==> run_1/placement.png <==
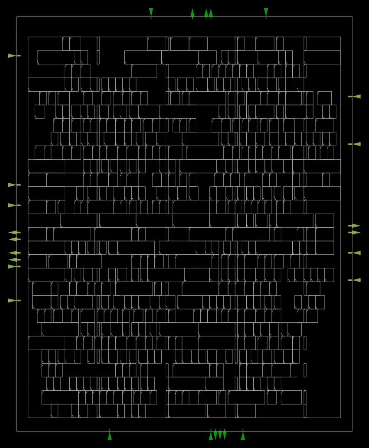
==> run_1/logic_types.png <==
Drawn at 4 px/um.
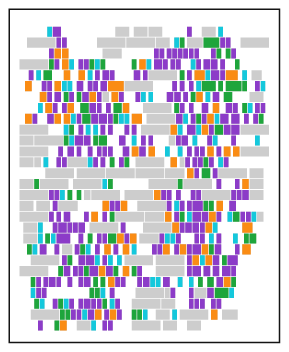
==> run_1/detail.png <==
Window x 19 to 49, y 26 to 56 um. Cells in grey, sequential cells in the stronger grey; small squares are vias.
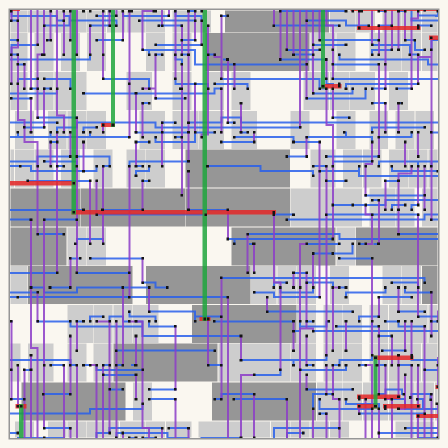
==> run_1/metal_density.png <==
Drawn at 3 px/um. 13 x 17 tiles, from dark purple (low) to yellow (high), scaled to the fullest tile. Values are wire area over tile area, all layers added.
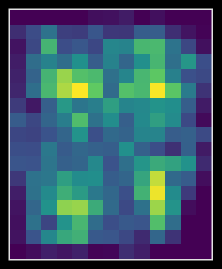
--- src/rtl/valve_seq_ctrl.sv ---
// Multi-channel sensor-driven valve sequencer: each channel independently runs
// open / wait / purge / cool with programmable durations, retrigger limit and fault latch.
module valve_seq_ctrl #(
  parameter int CHANNELS     = 4,
  parameter int ON_CYCLES    = 3,
  parameter int WAIT_CYCLES  = 4,
  parameter int PURGE_CYCLES = 2,
  parameter int COOL_CYCLES  = 5,
  parameter int MAX_RETRIG   = 2
) (
  input  logic                clk,
  input  logic                rst,
  input  logic [CHANNELS-1:0] en,
  input  logic [CHANNELS-1:0] sensor,
  input  logic [CHANNELS-1:0] fault_clr,
  output logic [CHANNELS-1:0] valve,
  output logic [CHANNELS-1:0] busy,
  output logic [CHANNELS-1:0] fault
);

  localparam int MAX_A   = (ON_CYCLES > WAIT_CYCLES) ? ON_CYCLES : WAIT_CYCLES;
  localparam int MAX_B   = (PURGE_CYCLES > COOL_CYCLES) ? PURGE_CYCLES : COOL_CYCLES;
  localparam int MAX_DUR = (MAX_A > MAX_B) ? MAX_A : MAX_B;
  localparam int TW      = (MAX_DUR < 1) ? 1 : $clog2(MAX_DUR + 1);
  localparam int RW      = (MAX_RETRIG < 1) ? 1 : $clog2(MAX_RETRIG + 1);

  localparam logic [TW-1:0] ON_LD    = TW'(ON_CYCLES - 1);
  localparam logic [TW-1:0] WAIT_LD  = TW'(WAIT_CYCLES - 1);
  localparam logic [TW-1:0] PURGE_LD = TW'(PURGE_CYCLES - 1);
  localparam logic [TW-1:0] COOL_LD  = TW'(COOL_CYCLES - 1);
  localparam logic [RW-1:0] RT_MAX   = RW'(MAX_RETRIG);

  typedef enum logic [2:0] {
    S_IDLE  = 3'd0,
    S_OPEN  = 3'd1,
    S_WAIT  = 3'd2,
    S_PURGE = 3'd3,
    S_COOL  = 3'd4,
    S_FAULT = 3'd5
  } state_t;

  state_t        state_q  [CHANNELS];
  state_t        state_d  [CHANNELS];
  logic [TW-1:0] timer_q  [CHANNELS];
  logic [TW-1:0] timer_d  [CHANNELS];
  logic [RW-1:0] retrig_q [CHANNELS];
  logic [RW-1:0] retrig_d [CHANNELS];

  logic [CHANNELS-1:0] valve_q, valve_d;
  logic [CHANNELS-1:0] busy_q,  busy_d;
  logic [CHANNELS-1:0] fault_q, fault_d;

  always_comb begin
    valve_d = '0;
    busy_d  = '0;
    fault_d = '0;
    for (int unsigned ch = 0; ch < CHANNELS; ch++) begin
      state_d[ch]  = state_q[ch];
      timer_d[ch]  = timer_q[ch];
      retrig_d[ch] = retrig_q[ch];

      // FAULT ignores en; everywhere else en=0 aborts ahead of any sensor hit.
      if (state_q[ch] == S_FAULT) begin
        if (fault_clr[ch]) begin
          state_d[ch]  = S_IDLE;
          timer_d[ch]  = '0;
          retrig_d[ch] = '0;
        end
      end else if (!en[ch]) begin
        state_d[ch]  = S_IDLE;
        timer_d[ch]  = '0;
        retrig_d[ch] = '0;
      end else begin
        case (state_q[ch])
          S_IDLE: begin
            if (sensor[ch]) begin
              state_d[ch]  = S_OPEN;
              timer_d[ch]  = ON_LD;
              retrig_d[ch] = '0;
            end
          end
          S_OPEN: begin
            if (timer_q[ch] == '0) begin
              state_d[ch] = S_WAIT;
              timer_d[ch] = WAIT_LD;
            end else begin
              timer_d[ch] = timer_q[ch] - TW'(1);
            end
          end
          S_WAIT: begin
            if (sensor[ch]) begin
              if (retrig_q[ch] < RT_MAX) begin
                state_d[ch]  = S_OPEN;
                timer_d[ch]  = ON_LD;
                retrig_d[ch] = retrig_q[ch] + RW'(1);
              end else begin
                state_d[ch] = S_FAULT;
                timer_d[ch] = '0;
              end
            end else if (timer_q[ch] == '0) begin
              state_d[ch] = S_PURGE;
              timer_d[ch] = PURGE_LD;
            end else begin
              timer_d[ch] = timer_q[ch] - TW'(1);
            end
          end
          S_PURGE: begin
            if (sensor[ch]) begin
              state_d[ch] = S_WAIT;
              timer_d[ch] = WAIT_LD;
            end else if (timer_q[ch] == '0) begin
              state_d[ch] = S_COOL;
              timer_d[ch] = COOL_LD;
            end else begin
              timer_d[ch] = timer_q[ch] - TW'(1);
            end
          end
          S_COOL: begin
            if (timer_q[ch] == '0) begin
              state_d[ch]  = S_IDLE;
              timer_d[ch]  = '0;
              retrig_d[ch] = '0;
            end else begin
              timer_d[ch] = timer_q[ch] - TW'(1);
            end
          end
          default: begin
            state_d[ch]  = S_IDLE;
            timer_d[ch]  = '0;
            retrig_d[ch] = '0;
          end
        endcase
      end

      // Outputs are decoded from the next state so they register alongside it.
      valve_d[ch] = (state_d[ch] == S_OPEN) || (state_d[ch] == S_PURGE);
      busy_d[ch]  = (state_d[ch] != S_IDLE);
      fault_d[ch] = (state_d[ch] == S_FAULT);
    end
  end

  always_ff @(posedge clk) begin
    if (rst) begin
      for (int unsigned ch = 0; ch < CHANNELS; ch++) begin
        state_q[ch]  <= S_IDLE;
        timer_q[ch]  <= '0;
        retrig_q[ch] <= '0;
      end
      valve_q <= '0;
      busy_q  <= '0;
      fault_q <= '0;
    end else begin
      for (int unsigned ch = 0; ch < CHANNELS; ch++) begin
        state_q[ch]  <= state_d[ch];
        timer_q[ch]  <= timer_d[ch];
        retrig_q[ch] <= retrig_d[ch];
      end
      valve_q <= valve_d;
      busy_q  <= busy_d;
      fault_q <= fault_d;
    end
  end

  assign valve = valve_q;
  assign busy  = busy_q;
  assign fault = fault_q;

endmodule

--- config.mk ---
export PLATFORM = sky130hd
export DESIGN_NAME = valve_seq_ctrl
export DESIGN_NICKNAME = d
export VERILOG_FILES = /design/src/rtl/valve_seq_ctrl.sv
export SDC_FILE = /design/constraint.sdc
export NUM_CORES = 1
export LEC_CHECK = 0
export ABC_AREA = 1
export CORE_ASPECT_RATIO = 1.25
export CORE_MARGIN = 2
export CORE_UTILIZATION = 59
export DETAILED_ROUTE_END_ITERATION = 7
export GPL_TIMING_DRIVEN = 0
export PLACE_DENSITY = 0.89
export SLEW_MARGIN = 20
export SYNTH_ARGS = -nofsm -noshare
export SYNTH_HDL_FRONTEND = slang
export SYNTH_SLANG_ARGS = --single-unit
--- constraint.sdc ---
create_clock -name clk -period 2.95 [get_ports clk]
set_clock_uncertainty 0.1 [all_clocks]
set_input_delay 0.59 -clock clk [delete_from_list [all_inputs] [get_ports clk]]
set_output_delay 0.59 -clock clk [all_outputs]
set_load 0.005 [all_outputs]
==> reports/results.ini, run 1 <==
[grt]
grt_max_degree=14
grt_pass1_vias=2885
grt_pass1_wl_um=11500

[logic_synthesis]
top_cells_by_count=181 x nand2_1, 62 x inv_1, 61 x nor2_1
most_common_cell=nand2_1
synth_cell_types=28
ys_chip_area_um2=2940
syn_area_um2=2940
yosysTopAreaCellShare_pct=29.9
ys_sh_simple_pct=47.3
synth_flops=44

[job]
drv_cap=0

[cts]
cts_buffers=5
ctsResizeCount=0
cts_root_buf=clkbuf_8
cts-htree-levels=2
cts_buffer_depth=2

[route]
detailroute.via_count=3204
ant_nets=0
detail_route.iter0.violations=211
first_pass_iters=6
vias_per_cell=5.30
drc=0

[sta]
slew_headroom_pct=68.7
setup-violations-final=0
fin_crit_sh_pct=68.6

[worst_setup_path]
regToRegEndpoint=retrig_q[2][0]
worstPathArrival_ns=2.10
ff2ff_setup_slack_ns=1.38

[placement]
dp_hpwl_um=5080
dpl_cell_area_um2=3230

[power_and_ir_drop]
p_sw_mw=0.355
combPwrFrac_pct=18.0
power_mw=1.24

[floorplan]
fp_util_pct=61.8
die_h_um=83.0
chip_area_um2=5570

[run_status]
status=completed

[layout]
nets=557

[worst_hold_path]
hold_end=timer_q[2][1]

About placement.png:
well tap count: 60
Seq/total area: 26.5%
row count: 28

About logic_types.png:
legend:
  NOR gates:
    colour: green
    cells: 77
    most_used: nor2_1
    where: widely spread
  NAND gates:
    colour: purple
    cells: 247
    most_used: nand2_1
    where: widely spread
  inverting AOI/OAI gates:
    colour: orange
    cells: 62
    most_used: a21oi_1
  inverters:
    colour: cyan
    cells: 75
    most_used: inv_1
    where: widely spread
Layout Cells excl Fill: 604
most frequent logic cell in the layout: nand2_1
Comb/total area: 51.8%

About detail.png:
legend:
  metal 2:
    colour: purple
  metal 3:
    colour: red
  metal 1:
    colour: blue
  metal 4:
    colour: green
sequential cells in the window: 15
netlist names of flops here include: timer_q (7), state_q (4), retrig_q (2)
most frequent: nand2_1 (40), dfxtp_1 (15), inv_1 (12)
cells with their middle in the window: 116

About metal_density.png:
emptiest ninth of the die: lower right
nearly empty tiles: 10%
fullest tile: 0.60
densest ninth of the die: centre
WL/cell: 11.2 um
total track usage: 25.5%

==> run 1: worst max-delay path by stage <==
| stage | to | cells after the start | from | slack [ns] |
|---|---|---|---|---|
| final | busy[3] | 5 | rst | 0.93 |
| after global routing | timer_q[0][2] | 8 | sensor[0] | 0.85 |
| after CTS | busy[3] | 5 | rst | 0.94 |
| after detailed placement | busy[3] | 5 | rst | 0.63 |
| after global placement | busy[3] | 5 | rst | 0.63 |
| after floorplan | retrig_q[2][1] | 7 | en[2] | 1.39 |
==> run 1: critical path, cell delays in order <==
cell             delay (ns)
clkdlybuf4s50_1        0.60
clkinv_1               0.39
buf_2                  0.34
nand2_1                0.11
nand3_1                0.06
==> run 1: flip-flops by register name (all words and copies together) (netlist names) <==
| name | count |
|---|---|
| valve | 4 |
| retrig_q | 8 |
| timer_q | 12 |
| busy | 4 |
| fault | 4 |
| state_q | 12 |
==> run 1: cell usage in the layout, fill, tap and decap left out, types with 3 or more instances in the layout <==
cell type,instances
nand2_1,181
clkdlybuf4s50_1,21
nor3_1,3
nor2_2,9
nand3_1,47
buf_2,3
inv_1,62
inv_2,12
nand2_2,9
o21ai_0,22
nor2_1,61
nand4_1,7
clkbuf_8,6
a21oi_1,32
dfxtp_1,44
==> run 1: power by group through the flow <==
| stage | Clock, mW | Combinational, mW | Sequential, mW |
|---|---|---|---|
| finish | 0.385 | 0.223 | 0.630 |
| global route | 0.422 | 0.252 | 0.632 |
| CTS | 0.400 | 0.221 | 0.629 |
| detailed placement | 0 | 0.220 | 0.643 |
| global placement | 0 | 0.213 | 0.643 |
| floorplan | 0 | 0.155 | 0.641 |
==> run 1: metrics by stage <==
stage	setup slack (ns)	util, %	hold WS (ns)
detailed placement	0.626	67.8	0.372
CTS	0.935	69.7	0.384
finish	0.927	69.7	0.383
global route	0.850	69.7	0.407
floorplan	1.39	-	0.346
global placement	0.626	67.8	0.367
==> run 1: metal layers <==
metal | vias to the layer above | GRT usage [%] | wire length, um
met4 | 0 | 11.1 | 167
met1 | 1407 | 29.9 | 2980
met2 | 102 | 44.6 | 3330
met5 | - | 0 | 0
met3 | 25 | 3.39 | 304
li1 | 1670 | - | -
==> run 1: cell families (layout without fill, tap and decap cells) <==
logic type,count (synthesis),count (layout)
buffers and inverters,84,113
flip-flops,44,44
AND/OR/NAND/NOR,325,325
AND-OR/OR-AND,62,62
==> run 1: area by class of cell <==
type	instances	area, um^2
plain buffers	9	60.1
clock inverters	2	10.0
repair buffers	21	210
inverters	75	282
flip-flops and latches	44	881
clock buffers	6	82.6
well taps	60	75.1
multi-input cells	387	1720
fillers	442	1440
==> run 1 -> run 2 <==
--- a/config.mk
+++ b/config.mk
@@ -8,10 +8,10 @@
 export ABC_AREA = 1
 export CORE_ASPECT_RATIO = 1.25
 export CORE_MARGIN = 2
-export CORE_UTILIZATION = 59
+export CORE_UTILIZATION = 52
 export DETAILED_ROUTE_END_ITERATION = 7
 export GPL_TIMING_DRIVEN = 0
-export PLACE_DENSITY = 0.89
+export PLACE_DENSITY = 0.84
 export SLEW_MARGIN = 20
 export SYNTH_ARGS = -nofsm -noshare
 export SYNTH_HDL_FRONTEND = slang
==> constraint.sdc (replaced) <==
create_clock -name clk -period 1.8 [get_ports clk]
set_clock_uncertainty 0.1 [all_clocks]
set_input_delay 0.36 -clock clk [delete_from_list [all_inputs] [get_ports clk]]
set_output_delay 0.36 -clock clk [all_outputs]
set_load 0.005 [all_outputs]
==> run_2/wires.png <==
Drawn at 4 px/um. Two of the layers only.
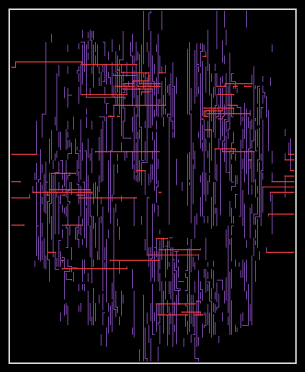
legend:
  metal 3:
    colour: red
    wire_length: 379 um
  metal 2:
    colour: purple
    wire_length: 3340 um
total track usage: 22.1%
final wirelength: 6780 um
DR vias: 3197
WL/cell: 11.2 um

==> run_2/logic_types.png <==
Drawn at 4 px/um.
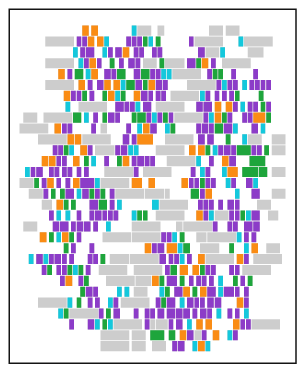
legend:
  NOR gates:
    colour: green
    cells: 77
    most_used: nor2_1
    where: widely spread
  inverting AOI/OAI gates:
    colour: orange
    cells: 62
    most_used: a21oi_1
  inverters:
    colour: cyan
    cells: 75
    most_used: inv_1
    where: widely spread
  NAND gates:
    colour: purple
    cells: 247
    most_used: nand2_1
    where: widely spread
Layout Cells excl Fill: 607
Comb/total area: 51.9%

==> reports/results.ini, run 2 <==
[run_status]
status=completed

[floorplan]
die_h_um=88.1  ; +6.2%
chip_area_um2=6280  ; +13%
fp_util_pct=54.1  ; -7.7 points

[layout]
flop_area_um2=881  ; unchanged
nets=557  ; unchanged
lay_top_cells=181 x nand2_1, 62 x inv_1, 60 x nor2_1, 47 x nand3_1, 44 x dfxtp_1
comb_area_um2=1720  ; +0.15%
largestRegisters=state_q (12), timer_q (12), retrig_q (8)

[power_and_ir_drop]
combPwrFrac_pct=18.4  ; +0.4 points
p_per_area_nw_per_um2=596
p_sw_mw=0.575  ; +62%

[logic_synthesis]
ys_chip_area_um2=2940  ; unchanged
top_cells_by_count=181 x nand2_1, 62 x inv_1, 61 x nor2_1
syn_area_um2=2940  ; unchanged
yosysTopAreaCellShare_pct=29.9  ; unchanged
synth_flops=44  ; unchanged
most_common_cell=nand2_1
yosys_warnings=0

[route]
first_pass_iters=4  ; -2
drc=0  ; unchanged
vias_per_cell=5.27  ; -0.71%
ant_nets=0  ; unchanged
detail_route.iter0.violations=172  ; -18%

[grt]
grt_pass1_vias=2793  ; -3.2%
grt_max_degree=14  ; unchanged
grt_pass1_wl_um=11300  ; -1.8%

[worst_setup_path]
worstPathArrival_ns=1.76  ; -0.34 ns

[sta]
slew_headroom_pct=64.5  ; -4.1 points
worst_pin_slew_ns=0.532
setup_ws_ns=0.133  ; -0.794 ns
setup-violations-final=0  ; unchanged
fin_crit_sh_pct=92.6

[cts]
cts_root_buf=clkbuf_8
cts_buffers=5  ; unchanged
cts-htree-levels=2  ; unchanged
insertion_delay_ns=0.30
cts_buffer_depth=2  ; unchanged

[job]
drv_cap=0  ; unchanged

[placement]
dp_hpwl_um=5240  ; +3.1%
dp_slack_ns=-0.303  ; -0.929 ns

==> run_2/placement.png <==
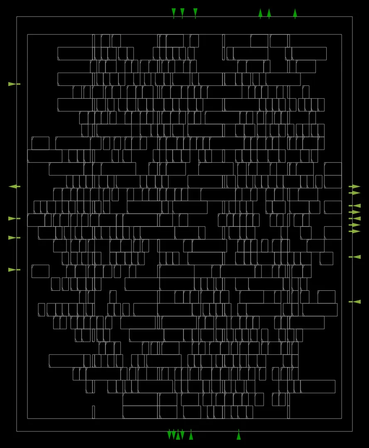
well tap count: 64
row count: 30
Layout fillers: 509
flip-flops: 44

## run 2: cell counts after synthesis
Identical to the previous run, type by type.
## run 2: area by class of cell
class,instances,share of cell area (%)
flip-flops and latches,44,26.5
well taps,64,2.41
multi-input cells,387,51.9
clock buffers,5,2.07
clock inverters,2,0.377
plain buffers,9,1.81
inverters,75,8.52
repair buffers,21,6.33
## run 2: cell families (layout without fill, tap and decap cells)
logic type | after synthesis | count (layout) | synth area share (%)
DFF | 44 | 44 | 29.9
buffers and inverters | 84 | 112 | 11.6
and+or+nand+nor | 325 | 325 | 47.3
AOI/OAI and AO/OA | 62 | 62 | 11.2
## run 2: final timing paths
kind	from	to	slack, ns	cells after the start
max	sensor[0]	timer_q[0][2]	0.13	8
min	en[3]	timer_q[3][0]	0.30	3
max reg2reg	timer_q[3][0]	busy[3]	0.20	10
min reg2reg	timer_q[0][1]	timer_q[0][1]	0.39	2
## run 2: per-layer routing
layer | GRT usage (%) | wire length (um) | up-vias
met3 | 3.34 | 378 | 21
li1 | - | - | 1669
met1 | 25.4 | 2890 | 1401
met2 | 40.2 | 3340 | 106
met5 | 0 | 0 | -
met4 | 9.95 | 172 | 0
## run 2: metrics by stage
step	instance area, um^2	setup TNS [ns]	utilization [%]	hold slack [ns]	power (mW)
after floorplan	2940	0	-	0.329	1.30
after global placement	3230	-4.63	59.4	0.365	1.41
after detailed placement	3230	-4.78	59.4	0.380	1.41
after CTS	3320	0	60.9	0.295	1.99
after global routing	3320	0	61.0	0.321	2.07
final	3320	0	61.0	0.304	1.98
## run 2: timing repair
item                       in CTS  in global routing
buffers inserted                0                  0
gates resized                   1                  1
setup endpoints to repair       1                  2
gates cloned                    0                  0
## run 2: power by group through the flow
stage | logic [mW] | clock network [mW] | registers, mW
2_1_floorplan | 0.254 | 0 | 1.05
3_3_place_gp | 0.353 | 0 | 1.05
3_5_place_dp | 0.359 | 0 | 1.05
4_1_cts | 0.362 | 0.594 | 1.03
5_1_grt | 0.414 | 0.621 | 1.04
6_report | 0.365 | 0.581 | 1.03
## run 2: critical path: stages
cell,delay (ns)
clkdlybuf4s50_1,0.56
inv_1,0.17
nand3_1,0.17
nand2_1,0.08
o21ai_0,0.16
nand2_1,0.08
a21oi_1,0.12
nor2_1,0.05
==> run 2 -> run 3 <==
--- a/config.mk
+++ b/config.mk
@@ -12,7 +12,7 @@
 export DETAILED_ROUTE_END_ITERATION = 7
 export GPL_TIMING_DRIVEN = 0
 export PLACE_DENSITY = 0.84
-export SLEW_MARGIN = 20
+export SLEW_MARGIN = 5
 export SYNTH_ARGS = -nofsm -noshare
 export SYNTH_HDL_FRONTEND = slang
 export SYNTH_SLANG_ARGS = --single-unit
==> run_3/placement.png <==
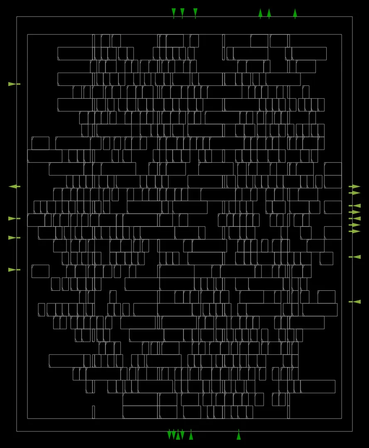
fin util: 61.0%
core area: 5440 um^2
Seq/total area: 26.5%

==> run_3/logic_types.png <==
Drawn at 4 px/um.
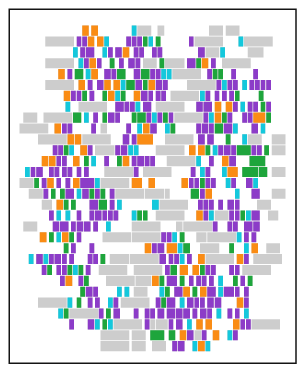
legend:
  NAND gates:
    colour: purple
    cells: 247
    most_used: nand2_1
    where: widely spread
  inverters:
    colour: cyan
    cells: 75
    most_used: inv_1
    where: widely spread
  inverting AOI/OAI gates:
    colour: orange
    cells: 62
    most_used: a21oi_1
  NOR gates:
    colour: green
    cells: 77
    most_used: nor2_1
    where: widely spread

==> reports/results.ini, run 3 <==
[layout]
largestRegisters=state_q (12), timer_q (12), retrig_q (8)
n_fill_cell=509  ; unchanged
stdcell_area_um2=3320  ; unchanged
lay_top_cells=181 x nand2_1, 62 x inv_1, 60 x nor2_1, 47 x nand3_1, 44 x dfxtp_1

[cts]
cts_buffer_depth=2  ; unchanged
cts_buffers=5  ; unchanged
cts-htree-levels=2  ; unchanged
post_cts_buffers=0  ; unchanged
insertion_delay_ns=0.30  ; about the same
cts_root_buf=clkbuf_8

[route]
vias_per_cell=5.27  ; unchanged
wl_um=6780  ; unchanged
detailroute.via_count=3197  ; unchanged
drc=0  ; unchanged
first_pass_iters=4  ; unchanged
ant_nets=0  ; unchanged
wl_per_cell_um=11.2  ; unchanged
detail_route.iter0.violations=172  ; unchanged

[sta]
setup-violations-final=0  ; unchanged
slew_headroom_pct=64.5  ; unchanged
worst_pin_slew_ns=0.532  ; unchanged
fin_crit_sh_pct=92.6  ; unchanged

[logic_synthesis]
most_common_cell=nand2_1
synthXorXnorAreaFrac_pct=0  ; unchanged
yosysTopAreaCellShare_pct=29.9  ; unchanged
synth.cellmix.compoundShare_pct=11.2  ; unchanged
synth_flops=44  ; unchanged
synth_cell_types=28
logic_family=simple AND/OR/NAND/NOR gates
ys_chip_area_um2=2940  ; unchanged
ys_sh_simple_pct=47.3  ; unchanged
muxShareOfSynthArea_pct=0  ; unchanged
yosysCellCount=515
syn_area_um2=2940  ; unchanged
yosys_warnings=0  ; unchanged
yosys.area.top_type=dfxtp_1
synth-edff-count=0
top_cells_by_count=181 x nand2_1, 62 x inv_1, 61 x nor2_1
ys_sh_adder_pct=0  ; unchanged

[floorplan]
fp_util_pct=54.1  ; unchanged
die_h_um=88.1  ; unchanged
fp-row-count=30  ; unchanged
die_x_um=71.3
chip_area_um2=6280  ; unchanged

[grt]
grt_max_degree=14  ; unchanged
grt_pass1_wl_um=11300  ; unchanged
grt_pass1_vias=2793  ; unchanged
grtUsageTotal_pct=22.1  ; unchanged

[worst_setup_path]
crit_top_cell=nand2_1
slowest_delay_ns=0.56  ; about the same
slowest_stage=clkdlybuf4s50_1
path_buffers=2  ; unchanged
crit_family=buffers and inverters
worstPathCellList=clkdlybuf4s50_1 -> inv_1 -> nand3_1 -> nand2_1 -> o21ai_0 -> nand2_1 -> a21oi_1 -> nor2_1
worstPathArrival_ns=1.76  ; about the same

[power_and_ir_drop]
combPwrFrac_pct=18.4  ; about the same
p_per_area_nw_per_um2=596  ; unchanged
power_mw=1.98  ; unchanged
p_sw_mw=0.575  ; unchanged

[job]
drv_cap=0  ; unchanged

[run_status]
status=completed

[placement]
dp_hpwl_um=5240  ; unchanged
dpl_cell_area_um2=3230  ; unchanged

==> run_3/detail.png <==
Window x 21 to 51, y 29 to 59 um. Cells in grey, sequential cells in the stronger grey; small squares are vias.
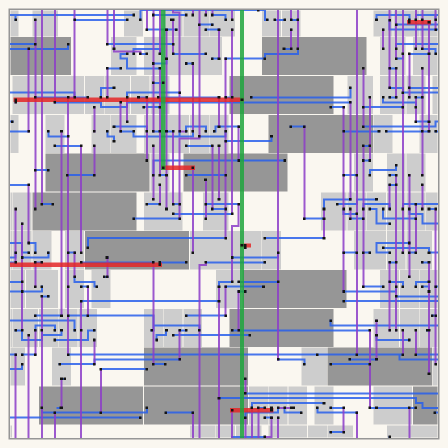
legend:
  metal 1:
    colour: blue
  metal 2:
    colour: purple
  metal 3:
    colour: red
  metal 4:
    colour: green
cells with their middle in the window: 92
netlist names of flops here include: timer_q (4), retrig_q (3), state_q (3)
most frequent: nand2_1 (31), dfxtp_1 (14), inv_1 (10)
sequential cells in the window: 14

[run 3: worst paths after layout]
| path | start | endpoint | slack [ns] | cells past startpoint |
|---|---|---|---|---|
| setup / recovery | sensor[0] | timer_q[0][2] | 0.13 | 8 |
| hold / removal | en[3] | timer_q[3][0] | 0.30 | 3 |
| setup reg to reg | timer_q[3][0] | busy[3] | 0.20 | 10 |
| hold reg to reg | timer_q[0][1] | timer_q[0][1] | 0.39 | 2 |
[run 3: routing by layer]
layer | wire (um) | GRT usage (%)
met1 | 2890 | 25.4
met2 | 3340 | 40.2
met3 | 378 | 3.34
met4 | 172 | 9.95
met5 | 0 | 0
[run 3: cell type report]
class	count	area [um^2]	area share, %
tap	64	80.1	2.41
timing repair buffer	21	210	6.33
multi-input combinational	387	1720	51.9
buffer	9	60.1	1.81
clock buffer	5	68.8	2.07
sequential	44	881	26.5
clock inverter	2	12.5	0.377
inverter	75	283	8.52
[run 3: through the flow]
step	util [%]	TNS (ns)	hold slack, ns	std cells	setup slack [ns]
6_report	61.0	0	0.304	607	0.133
5_1_grt	61.0	0	0.321	607	0.0300
4_1_cts	60.9	0	0.295	607	0.120
3_5_place_dp	59.4	-4.78	0.380	600	-0.303
3_3_place_gp	59.4	-4.63	0.365	600	-0.304
2_1_floorplan	-	0	0.329	515	0.449
[run 3: cell families after synthesis]
logic type | after synthesis
DFF | 44
AOI/OAI and AO/OA | 62
and+or+nand+nor | 325
buffers and inverters | 84
[run 3: power by group through the flow]
stage               combinational (mW)  clock [mW]  sequential (mW)
floorplan                        0.254           0             1.05
global placement                 0.353           0             1.05
detailed placement               0.359           0             1.05
CTS                              0.362       0.594             1.03
global route                     0.414       0.621             1.04
finish                           0.365       0.581             1.03
[run 3: tightest hold or removal path, stage by stage]
cell and delay, ns:
buf_4 0.15, o21ai_0 0.08, a21oi_1 0.06
[run 3: what timing repair did]
action | CTS | global route
endpoints found under the setup margin | 1 | 2
pin swaps | 0 | 0
resized | 1 | 1
No activity file was given, so power comes from the tool's default toggle rates.
